File: src/rtl/ps2_pkg.sv
// Shared types and constants for the PS/2 key tracker.
// Scan-code prefixes, default key codes, FSM and direction enums.
package ps2_pkg;

  typedef enum logic [1:0] {
    IDLE,
    BRK,
    EXT,
    EXT_BRK
  } state_e;

  typedef enum logic {
    LEFT,
    RIGHT
  } dir_e;

  localparam logic [7:0] BREAK_CODE    = 8'hF0;
  localparam logic [7:0] EXT_CODE      = 8'hE0;
  localparam logic [7:0] DEF_KEY_LEFT  = 8'h6B;
  localparam logic [7:0] DEF_KEY_RIGHT = 8'h74;
  localparam logic [7:0] DEF_KEY_RESET = 8'h69;

endpackage

File: src/rtl/ps2_seq_parser.sv
// PS/2 prefix parser: folds F0/E0 prefixes into complete codes.
// Flags malformed prefixes and prefix timeouts on seq_err.
module ps2_seq_parser
  import ps2_pkg::*;
#(
  parameter int DATA_W     = 8,
  parameter int ACCEPT_EXT = 1,
  parameter int TIMEOUT    = 2048
) (
  input  logic              clk,
  input  logic              reset,
  input  logic              rx_valid,
  input  logic [DATA_W-1:0] rx_data,
  output logic              code_valid,
  output logic [DATA_W-1:0] code,
  output logic              is_break,
  output logic              seq_err
);

  localparam int TW = $clog2(TIMEOUT + 1);
  localparam logic [DATA_W-1:0] BRK_B = DATA_W'(BREAK_CODE);
  localparam logic [DATA_W-1:0] EXT_B = DATA_W'(EXT_CODE);
  localparam logic ACC = (ACCEPT_EXT != 0);
  localparam logic [TW-1:0] T_LAST = TW'(TIMEOUT - 1);

  state_e        state_q, state_d;
  logic [TW-1:0] timer_q, timer_d;
  logic          err_q, err_d;
  logic          is_f0, is_e0;

  assign is_f0 = (rx_data == BRK_B);
  assign is_e0 = (rx_data == EXT_B);

  // Next state, code strobe and idle-gap timer
  always_comb begin
    state_d    = state_q;
    timer_d    = timer_q;
    err_d      = 1'b0;
    code_valid = 1'b0;
    is_break   = 1'b0;
    code       = rx_data;
    if (rx_valid) begin
      timer_d = '0;
      unique case (state_q)
        IDLE: begin
          if (is_f0)      state_d = BRK;
          else if (is_e0) state_d = EXT;
          else            code_valid = 1'b1;
        end
        EXT: begin
          if (is_f0) begin
            state_d = EXT_BRK;
          end else if (is_e0) begin
            err_d = 1'b1;
          end else begin
            code_valid = ACC;
            state_d    = IDLE;
          end
        end
        BRK, EXT_BRK: begin
          state_d = IDLE;
          if (is_f0 || is_e0) begin
            err_d = 1'b1;
          end else begin
            code_valid = (state_q == BRK) || ACC;
            is_break   = 1'b1;
          end
        end
        default: state_d = IDLE;
      endcase
    end else if (state_q != IDLE) begin
      if (timer_q == T_LAST) begin
        err_d   = 1'b1;
        state_d = IDLE;
        timer_d = '0;
      end else begin
        timer_d = timer_q + 1'b1;
      end
    end
  end

  // State, timer and error pulse registers
  always_ff @(posedge clk or posedge reset) begin
    if (reset) begin
      state_q <= IDLE;
      timer_q <= '0;
      err_q   <= 1'b0;
    end else begin
      state_q <= state_d;
      timer_q <= timer_d;
      err_q   <= err_d;
    end
  end

  assign seq_err = err_q;

endmodule

File: src/rtl/ps2_key_tracker.sv
// Tracks held state of left/right/reset keys from PS/2 codes.
// Drives priority-resolved paddle levels and a stretched reset.
module ps2_key_tracker
  import ps2_pkg::*;
#(
  parameter int DATA_W      = 8,
  parameter logic [DATA_W-1:0] KEY_LEFT  = DATA_W'(DEF_KEY_LEFT),
  parameter logic [DATA_W-1:0] KEY_RIGHT = DATA_W'(DEF_KEY_RIGHT),
  parameter logic [DATA_W-1:0] KEY_RESET = DATA_W'(DEF_KEY_RESET),
  parameter int ACCEPT_EXT  = 1,
  parameter int RESET_PULSE = 4,
  parameter int TIMEOUT     = 2048
) (
  input  logic              clk,
  input  logic              reset,
  input  logic              rx_valid,
  input  logic [DATA_W-1:0] rx_data,
  output logic              right,
  output logic              left,
  output logic              game_reset,
  output logic              seq_err
);

  localparam int PW = $clog2(RESET_PULSE + 1);
  localparam logic [PW-1:0] P_LOAD = PW'(RESET_PULSE);

  logic              code_valid;
  logic [DATA_W-1:0] code;
  logic              is_break;

  ps2_seq_parser #(
    .DATA_W    (DATA_W),
    .ACCEPT_EXT(ACCEPT_EXT),
    .TIMEOUT   (TIMEOUT)
  ) u_parser (
    .clk       (clk),
    .reset     (reset),
    .rx_valid  (rx_valid),
    .rx_data   (rx_data),
    .code_valid(code_valid),
    .code      (code),
    .is_break  (is_break),
    .seq_err   (seq_err)
  );

  logic          lh_q, lh_d;
  logic          rh_q, rh_d;
  logic          rsh_q, rsh_d;
  dir_e          last_q, last_d;
  logic [PW-1:0] pulse_q, pulse_d;
  logic          left_q, left_d;
  logic          right_q, right_d;

  // Held flags, last direction, reset stretch and paddle priority
  always_comb begin
    lh_d    = lh_q;
    rh_d    = rh_q;
    rsh_d   = rsh_q;
    last_d  = last_q;
    pulse_d = (pulse_q != '0) ? pulse_q - 1'b1 : '0;
    if (code_valid) begin
      unique case (1'b1)
        (code == KEY_LEFT): begin
          if (is_break) begin
            lh_d = 1'b0;
          end else begin
            lh_d   = 1'b1;
            last_d = LEFT;
          end
        end
        (code == KEY_RIGHT): begin
          if (is_break) begin
            rh_d = 1'b0;
          end else begin
            rh_d   = 1'b1;
            last_d = RIGHT;
          end
        end
        (code == KEY_RESET): begin
          if (is_break) begin
            rsh_d = 1'b0;
          end else if (!rsh_q) begin
            rsh_d   = 1'b1;
            pulse_d = P_LOAD;
            lh_d    = 1'b0;
            rh_d    = 1'b0;
          end
        end
        default: ;
      endcase
    end
    left_d  = lh_d & (~rh_d | (last_d == LEFT));
    right_d = rh_d & (~lh_d | (last_d == RIGHT));
  end

  // Key state and registered outputs
  always_ff @(posedge clk or posedge reset) begin
    if (reset) begin
      lh_q    <= 1'b0;
      rh_q    <= 1'b0;
      rsh_q   <= 1'b0;
      last_q  <= LEFT;
      pulse_q <= '0;
      left_q  <= 1'b0;
      right_q <= 1'b0;
    end else begin
      lh_q    <= lh_d;
      rh_q    <= rh_d;
      rsh_q   <= rsh_d;
      last_q  <= last_d;
      pulse_q <= pulse_d;
      left_q  <= left_d;
      right_q <= right_d;
    end
  end

  assign left       = left_q;
  assign right      = right_q;
  assign game_reset = (pulse_q != '0);

endmodule
File: config.mk
export PLATFORM = sky130hd
export DESIGN_NAME = ps2_key_tracker
export DESIGN_NICKNAME = d
export VERILOG_FILES = /design/src/rtl/ps2_pkg.sv /design/src/rtl/ps2_seq_parser.sv /design/src/rtl/ps2_key_tracker.sv
export SDC_FILE = /design/constraint.sdc
export NUM_CORES = 1
export LEC_CHECK = 0
export CORE_ASPECT_RATIO = 1.1
export CORE_UTILIZATION = 50
export DETAILED_ROUTE_END_ITERATION = 12
export PLACE_DENSITY = 0.73
export SKIP_CTS_REPAIR_TIMING = 1
export SYNTH_ARGS = -nofsm -noshare
export SYNTH_HDL_FRONTEND = slang
export SYNTH_SLANG_ARGS = --single-unit
File: constraint.sdc
create_clock -name clk -period 2.3 [get_ports clk]
set_input_delay 0.23 -clock clk [delete_from_list [all_inputs] [get_ports clk]]
set_output_delay 0.23 -clock clk [all_outputs]
set_load 0.01 [all_outputs]
Run 1, clock routing:
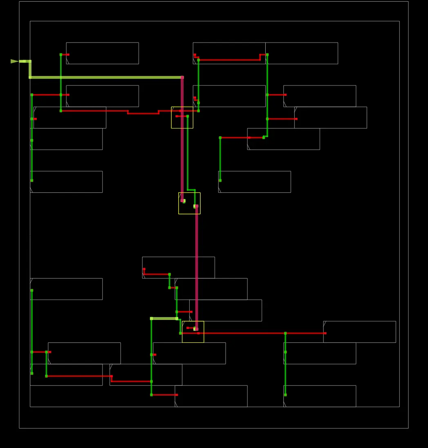
Clk power: 0.171 mW
CTS Sinks: 24
skew final: 0.736 ps
total clock buffers created by CTS: 3
Insertion Delay late pin: 300 ps

Run 1, metal layers overlaid:
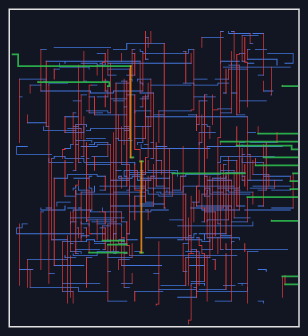
| color | layer | wire length |
|---|---|---|
| red | M2 | 1210 um |
| green | M3 | 129 um |
| blue | M1 | 1010 um |
| orange | M4 | 31.3 um |

==> impl_metrics.py, run 1 <==
# Synthesis and PnR figures
metrics = {
    "final_layout": {
        "clockNetworkAreaShare_pct": 1.55,
        "largest_class": "sequential cells",
        "seq_share_pct": 41.3,
        "nFillCells": 209,
        "mostFrequentLayoutCells": "dfrtp_1 (24), clkdlybuf4s50_1 (14), nor2_1 (13)",
        "comb_area_um2": 588,
        "syn_to_final_growth_pct": 17.4,
        "final_util_pct": 63.2,
        "fin_cells": 175,
    },
    "clock_tree": {
        "ctsHtreeMaxLevel": 1,
        "clk_pin_slew_worst_paths_ps": 110,
        "cts_buffer_depth": 2,
    },
    "global_routing": {
        "grt_max_degree": 22,
        "grt_pass1_wl_um": 3940,
        "antenna_found_initial": 0,
    },
    "final_timing": {
        "tightest_slew_ps": 573,
        "hold_viol": 0,
    },
    "place": {
        "dpl_worst_slack_ps": 162,
        "dp.final_hpwl_um": 1810,
    },
    "worst_setup_path": {
        "crit_fanout": 2,
        "endpoint_kind": "primary output",
        "worstSetupStartpointType": "flop",
        "crit_required_ps": 2070,
    },
    "logic_synthesis": {
        "netlist.area_leader.share_pct": 48.5,
        "synth_stat.cells": 127,
        "synth_flops": 24,
        "syn-cell-area_um2": 1240,
        "postSynthSeqShare_pct": 48.5,
        "async_reset_ff_share_pct": 100,
        "yosysChipArea_um2": 1240,
    },
    "routing": {
        "remaining_drc_errors": 0,
        "via_count": 994,
        "drt-initial-drc-count": 15,
        "ant_nets": 0,
    },
    "worst_hold_path": {
        "hp-class": "input port to async pin",
    },
    "run_status": {
        "outcome": "complete, no violations",
    },
    "die": {
        "fp-utilization_pct": 53.9,
        "dieArea_um2": 2680,
    },
    "run": {
        "tool_warnings": 28,
    },
    "power": {
        "powerDensity_nw_per_um2": 484,
        "finalPower_mw": 0.704,
    },
}
Run 1, gate-type map:
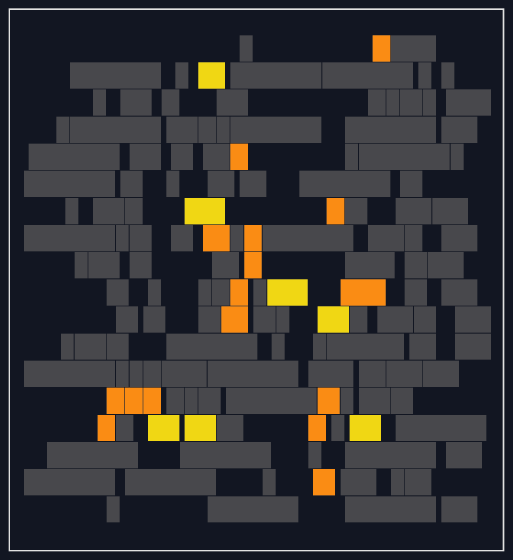
| color | family | cells |
|---|---|---|
| yellow | non-inverting ao/oa cells | 7 |
| orange | aoi and oai cells | 16 |

Run 1, clock network drawn from the DEF:
Scale bar: 10 um.
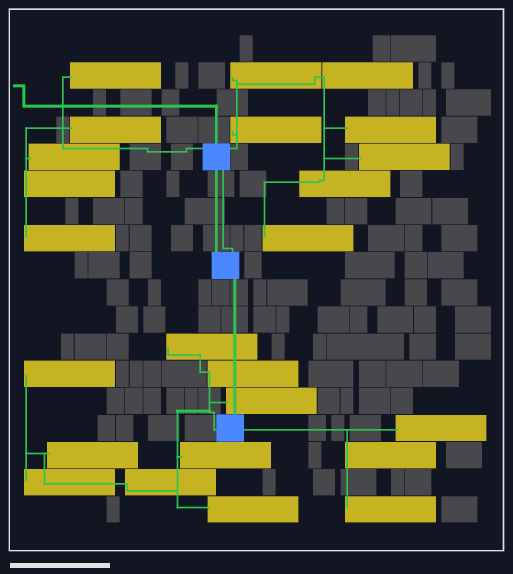
[green] clock wires | length: 245 um
[blue] clock-net drivers | count: 3
[yellow] flip-flops | count: 24
flops lie: widely spread
Clk network pwr share: 24.4%

==> run 1: logic make-up after synthesis <==
group | Yosys count | synth area share (%)
AND/OR/NAND/NOR | 57 | 26.6
adder cells (fa/ha/maj) | 3 | 3.03
flip-flops | 24 | 48.5
buffers and inverters | 13 | 3.94
XOR/XNOR | 7 | 4.95
AND-OR/OR-AND | 23 | 12.9
==> run 1: power breakdown <==
| group | internal [mW] | switching, mW | total (mW) |
|---|---|---|---|
| Sequential | 0.434 | 0.00531 | 0.439 |
| Clock | 0.0611 | 0.110 | 0.171 |
| Combinational | 0.0453 | 0.0481 | 0.0934 |
| Total | 0.540 | 0.164 | 0.704 |
==> run 1: flip-flops by register name, summed over array words and instances, names as in the netlist <==
| signal | count |
|---|---|
| last_q | 1 |
| left | 1 |
| lh_q | 1 |
| pulse_q | 3 |
| rh_q | 1 |
| right | 1 |
| rsh_q | 1 |
| u_parser.seq_err | 1 |
| u_parser.state_q | 2 |
| u_parser.timer_q | 12 |
==> run 1: final timing paths <==
path                                        endpoint  slack (ps)  depth (start not counted)
worst max-delay path                      game_reset         310                          5
worst min-delay path                            left          80                          2
worst max register to register  u_parser.timer_q[11]         550                          4
worst min register to register            pulse_q[0]         460                          1
max in group asynchronous       u_parser.timer_q[11]        1750                          3
min in group clk                          pulse_q[0]         460                          1
==> run 1: metal layers <==
metal / part of all wire [%] / up-vias
met4: 1.3 / 0
met1: 42 / 472
met2: 51 / 27
li1: - / 491
met5: 0 / -
met3: 5.4 / 4
==> run 1: critical path, cell delays in order (launching register included) <==
cell             delay (ps)
dfrtp_1                 400
or2_2                   310
inv_1                    80
ha_1                    170
inv_1                    40
clkdlybuf4s50_1         460
==> run 1 -> run 2 <==
--- a/config.mk
+++ b/config.mk
@@ -9,6 +9,7 @@
 export CORE_UTILIZATION = 50
 export DETAILED_ROUTE_END_ITERATION = 12
 export PLACE_DENSITY = 0.73
+export SETUP_SLACK_MARGIN = 0.1
 export SKIP_CTS_REPAIR_TIMING = 1
 export SYNTH_ARGS = -nofsm -noshare
 export SYNTH_HDL_FRONTEND = slang
Run 2, nets reached from selected ports:
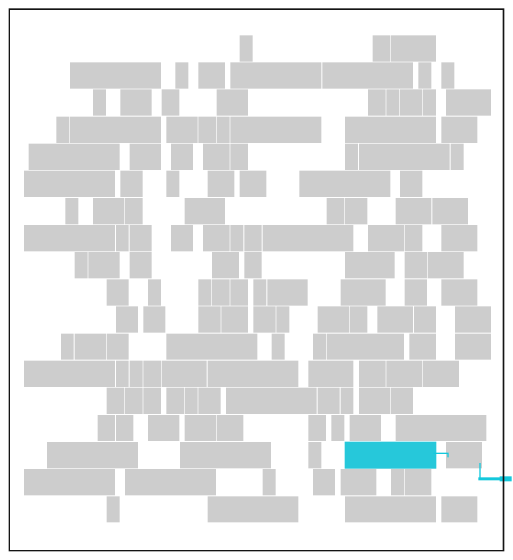
| color | port | direction | edge | end cells | buffers | wire |
|---|---|---|---|---|---|---|
| cyan | right | output | right | 1 | 1 | 5.30 um |

==> run 2 against run 1 <==
Global-route usage did not move; critical endpoint unchanged; wire length unchanged; area after synthesis unchanged; combinational power about the same; first-iteration DRC count stayed put; largest cell class unchanged; cell area did not move; clock skew unchanged; die size did not move; sequential cell count unchanged; clock power about the same; worst hold slack unchanged.
==> impl_metrics.py, run 2 <==
# Synthesis and PnR figures
metrics = {
    "worst_hold_path": {
        "hp-class": "input port to async pin",
    },
    "power": {
        "seqPwrFrac_pct": 62.4,
        "netSwitchingFraction_pct": 23.3,
        "power_frac_clock_pct": 24.4,
        "p_switching_mw": 0.164,
        "combPwrFrac_pct": 13.3,
        "cell_internal_pwr_mw": 0.540,
    },
    "clock_tree": {
        "clkSinkCount": 24,
        "clkLatencyLatePin_ps": 300,
        "ctsHtreeMaxLevel": 1,
        "clk_pin_slew_worst_paths_ps": 110,
        "cts_buffers": 3,
        "cts_buffer_depth": 2,
    },
    "worst_setup_path": {
        "crit_fanout": 2,
        "crit_chain": "or2_2, inv_1, ha_1, inv_1, clkdlybuf4s50_1",
        "cp-endpoint": "game_reset",
        "crit_family": "buffers and inverters",
        "crit_top_cell": "inv_1",
        "crit_required_ps": 2070,
        "ff2ff_path_depth": 4,
        "worstSetupStartpointType": "flop",
        "worstReg2RegEnd": "u_parser.timer_q[11]",
        "endpoint_kind": "primary output",
        "r2r_setup_slack_ps": 550,
        "cp.depth": 5,
        "slowest_stage": "clkdlybuf4s50_1",
        "max_stage_delay_ps": 460,
    },
    "logic_synthesis": {
        "netlist.area_leader.share_pct": 48.5,
        "yosysChipArea_um2": 1240,
        "synth_flops": 24,
    },
    "run_status": {
        "outcome": "complete, no violations",
    },
    "global_routing": {
        "antenna_found_initial": 0,
        "grt_max_degree": 22,
    },
    "run": {
        "tool_warnings": 28,
    },
    "place": {
        "dpl_worst_slack_ps": 162,
        "dp.final_hpwl_um": 1810,
    },
    "die": {
        "fp-utilization_pct": 53.9,
        "dieArea_um2": 2680,
    },
    "final_timing": {
        "hold_viol": 0,
        "tightest_slew_ps": 573,
    },
    "routing": {
        "via_count": 994,
        "remaining_drc_errors": 0,
        "drt-initial-drc-count": 15,
        "ant_nets": 0,
    },
    "final_layout": {
        "comb_area_um2": 588,
        "top_regs": "u_parser.timer_q (12), pulse_q (3), u_parser.state_q (2)",
        "regMostFlops": "u_parser.timer_q",
        "largest_reg_flops": 12,
        "nFillCells": 209,
    },
}
Run 2, gate-type map:
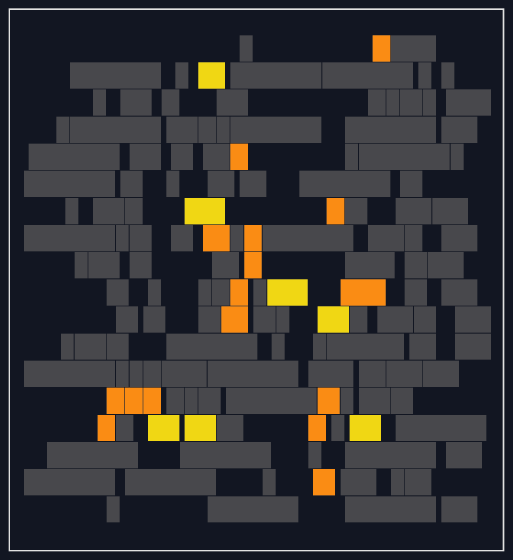
| color | family | cells |
|---|---|---|
| orange | aoi and oai cells | 16 |
| yellow | non-inverting ao/oa cells | 7 |
fin cells: 175
combinational share of cell area: 40.5%

==> run 2: cell counts in the layout (fill, tap and decap cells not counted) <==
Identical to the previous run, type by type.
==> run 2: final cells by class <==
| cell class | instances | share of cell area (%) |
|---|---|---|
| tap | 30 | 2.58 |
| multi-input combinational | 90 | 40.5 |
| inverter | 11 | 2.84 |
| timing repair buffer | 17 | 11.2 |
| clock buffer | 3 | 1.55 |
| sequential | 24 | 41.3 |
==> run 2: routing by layer <==
metal,share of wire [%],vias up
met5,0,-
met3,5.4,4
li1,-,491
met1,42,472
met2,51,27
met4,1.3,0
==> run 2: worst min path at each step <==
stage           from      to
3_5_place_dp   reset   right
6_report       reset    left
4_1_cts        reset    left
2_1_floorplan  reset  last_q
5_1_grt        reset    left
3_3_place_gp   reset   right
==> run 2: kinds of logic after synthesis <==
family | count (synthesis) | share of synthesized area (%)
AOI/OAI and AO/OA | 23 | 12.9
adders and majority gates | 3 | 3.03
and+or+nand+nor | 57 | 26.6
xor gates and xnor gates | 7 | 4.95
DFF | 24 | 48.5
buffers and inverters | 13 | 3.94
==> run 2: power groups by stage <==
stage / clock network, mW / registers, mW / logic [mW]
floorplan: 0 / 0.447 / 0.0460
global placement: 0 / 0.446 / 0.0908
detailed placement: 0 / 0.447 / 0.0939
CTS: 0.180 / 0.439 / 0.0945
global route: 0.197 / 0.440 / 0.104
finish: 0.171 / 0.439 / 0.0934
==> run 2: per-stage QoR <==
| step | area [um2] | instances |
|---|---|---|
| 2_1_floorplan | 1240 | 127 |
| 3_3_place_gp | 1430 | 172 |
| 3_5_place_dp | 1430 | 172 |
| 4_1_cts | 1450 | 175 |
| 5_1_grt | 1450 | 175 |
| 6_report | 1450 | 175 |
==> run 2 -> run 3 <==
--- a/config.mk
+++ b/config.mk
@@ -5,6 +5,7 @@
 export SDC_FILE = /design/constraint.sdc
 export NUM_CORES = 1
 export LEC_CHECK = 0
+export ABC_CLOCK_PERIOD_IN_PS = 2300
 export CORE_ASPECT_RATIO = 1.1
 export CORE_UTILIZATION = 50
 export DETAILED_ROUTE_END_ITERATION = 12
Run 3, clock network drawn from the DEF:
Scale bar: 10 um.
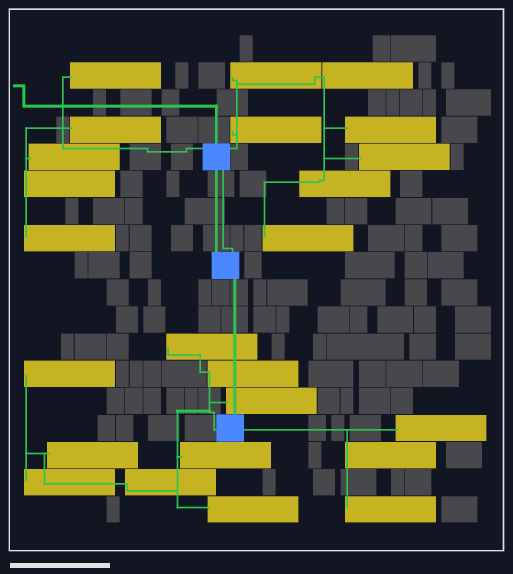
[yellow] flip-flops | count: 24
[green] clock wires | length: 245 um
[blue] clock-net drivers | count: 3
routed clock nets: 4

==> run 3 against run 2 <==
Wire length stayed put; sequential share of layout area stayed put; global-route usage stayed put; via count stayed put; sequential cell count stayed put; combinational power hardly changed; register-to-register slack hardly changed; worst hold slack stayed put; die size stayed put; largest cell class unchanged.
==> impl_metrics.py, run 3 <==
# Synthesis and PnR figures
metrics = {
    "run_status": {
        "outcome": "complete, no violations",
    },
    "routing": {
        "via_count": 994,
        "remaining_drc_errors": 0,
    },
    "place": {
        "placed_cell_area_um2": 1430,
    },
    "power": {
        "netSwitchingFraction_pct": 23.3,
        "cell_internal_pwr_mw": 0.540,
        "p_switching_mw": 0.164,
        "combPwrFrac_pct": 13.3,
        "seqPwrFrac_pct": 62.4,
    },
    "logic_synthesis": {
        "netlist.area_leader.share_pct": 48.5,
        "yosysChipArea_um2": 1240,
        "synth_flops": 24,
    },
    "run": {
        "tool_warnings": 28,
    },
    "clock_tree": {
        "clkLatencyLatePin_ps": 300,
        "clkSinkCount": 24,
        "cts_buffers": 3,
        "ctsHtreeMaxLevel": 1,
    },
    "worst_setup_path": {
        "worstSetupStartpointType": "flop",
        "cp-endpoint": "game_reset",
        "r2r_setup_slack_ps": 550,
        "endpoint_kind": "primary output",
        "ff2ff_path_depth": 4,
    },
    "global_routing": {
        "grt_max_degree": 22,
        "antenna_found_initial": 0,
    },
    "final_timing": {
        "hold_viol": 0,
        "tightest_slew_ps": 573,
    },
    "final_layout": {
        "top_regs": "u_parser.timer_q (12), pulse_q (3), u_parser.state_q (2)",
        "regMostFlops": "u_parser.timer_q",
        "fin_cells": 175,
        "fin_area_um2": 1450,
    },
    "worst_hold_path": {
        "hp-class": "input port to async pin",
    },
    "die": {
        "dieArea_um2": 2680,
    },
}
Run 3, nets reached from selected ports:
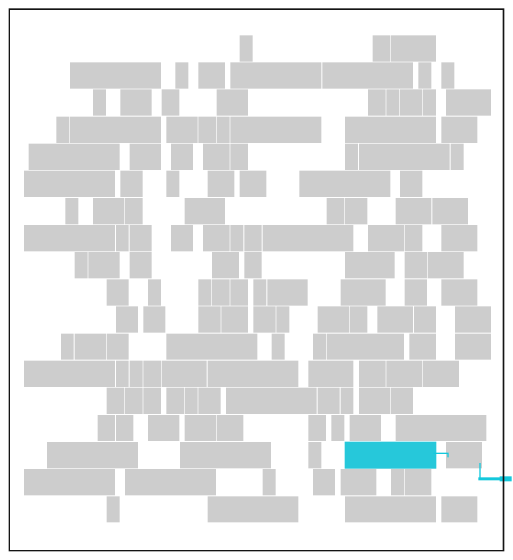
Top Ports: 15
count of input and output buffers: 14

## run 3: cell counts after synthesis
No cell type changed its count.
## run 3: kinds of logic after synthesis
| group | Yosys count | synth area share [%] |
|---|---|---|
| adders and majority gates | 3 | 3.03 |
| buffers and inverters | 13 | 3.94 |
| AOI/OAI and AO/OA | 23 | 12.9 |
| DFF | 24 | 48.5 |
| and+or+nand+nor | 57 | 26.6 |
| xor gates and xnor gates | 7 | 4.95 |
## run 3: routing by layer
layer / GRT usage [%] / wire length, um / part of all wire (%)
met4: 9.05 / 31 / 1.3
met3: 4.80 / 128 / 5.4
met5: 0 / 0 / 0
met1: 21.3 / 1010 / 42
met2: 38.4 / 1210 / 51
## run 3: worst min-delay path by stage
stage / to / slack, ps / cells past startpoint
global route: left / 90 / 2
finish: left / 80 / 2
detailed placement: right / 420 / 2
CTS: left / 70 / 2
floorplan: last_q / 240 / 1
global placement: right / 420 / 2
## run 3: cell type report
type / instances / area [um2]
Sequential cell: 24 / 601
Clock buffer: 3 / 22.5
Tap cell: 30 / 37.5
Timing Repair Buffer: 17 / 163
Fill cell: 209 / 845
Inverter: 11 / 41.3
Multi-Input combinational cell: 90 / 588
## run 3: power by group through the flow
stage / clock [mW] / combinational, mW / sequential [mW]
floorplan: 0 / 0.0460 / 0.447
global placement: 0 / 0.0908 / 0.446
detailed placement: 0 / 0.0939 / 0.447
CTS: 0.180 / 0.0945 / 0.439
global route: 0.197 / 0.104 / 0.440
finish: 0.171 / 0.0934 / 0.439
## run 3: critical path, stage by stage, from the launching register on
cell	delay, ps
dfrtp_1	400
or2_2	310
inv_1	80
ha_1	170
inv_1	40
clkdlybuf4s50_1	460
Power and IR drop assume default switching activity.
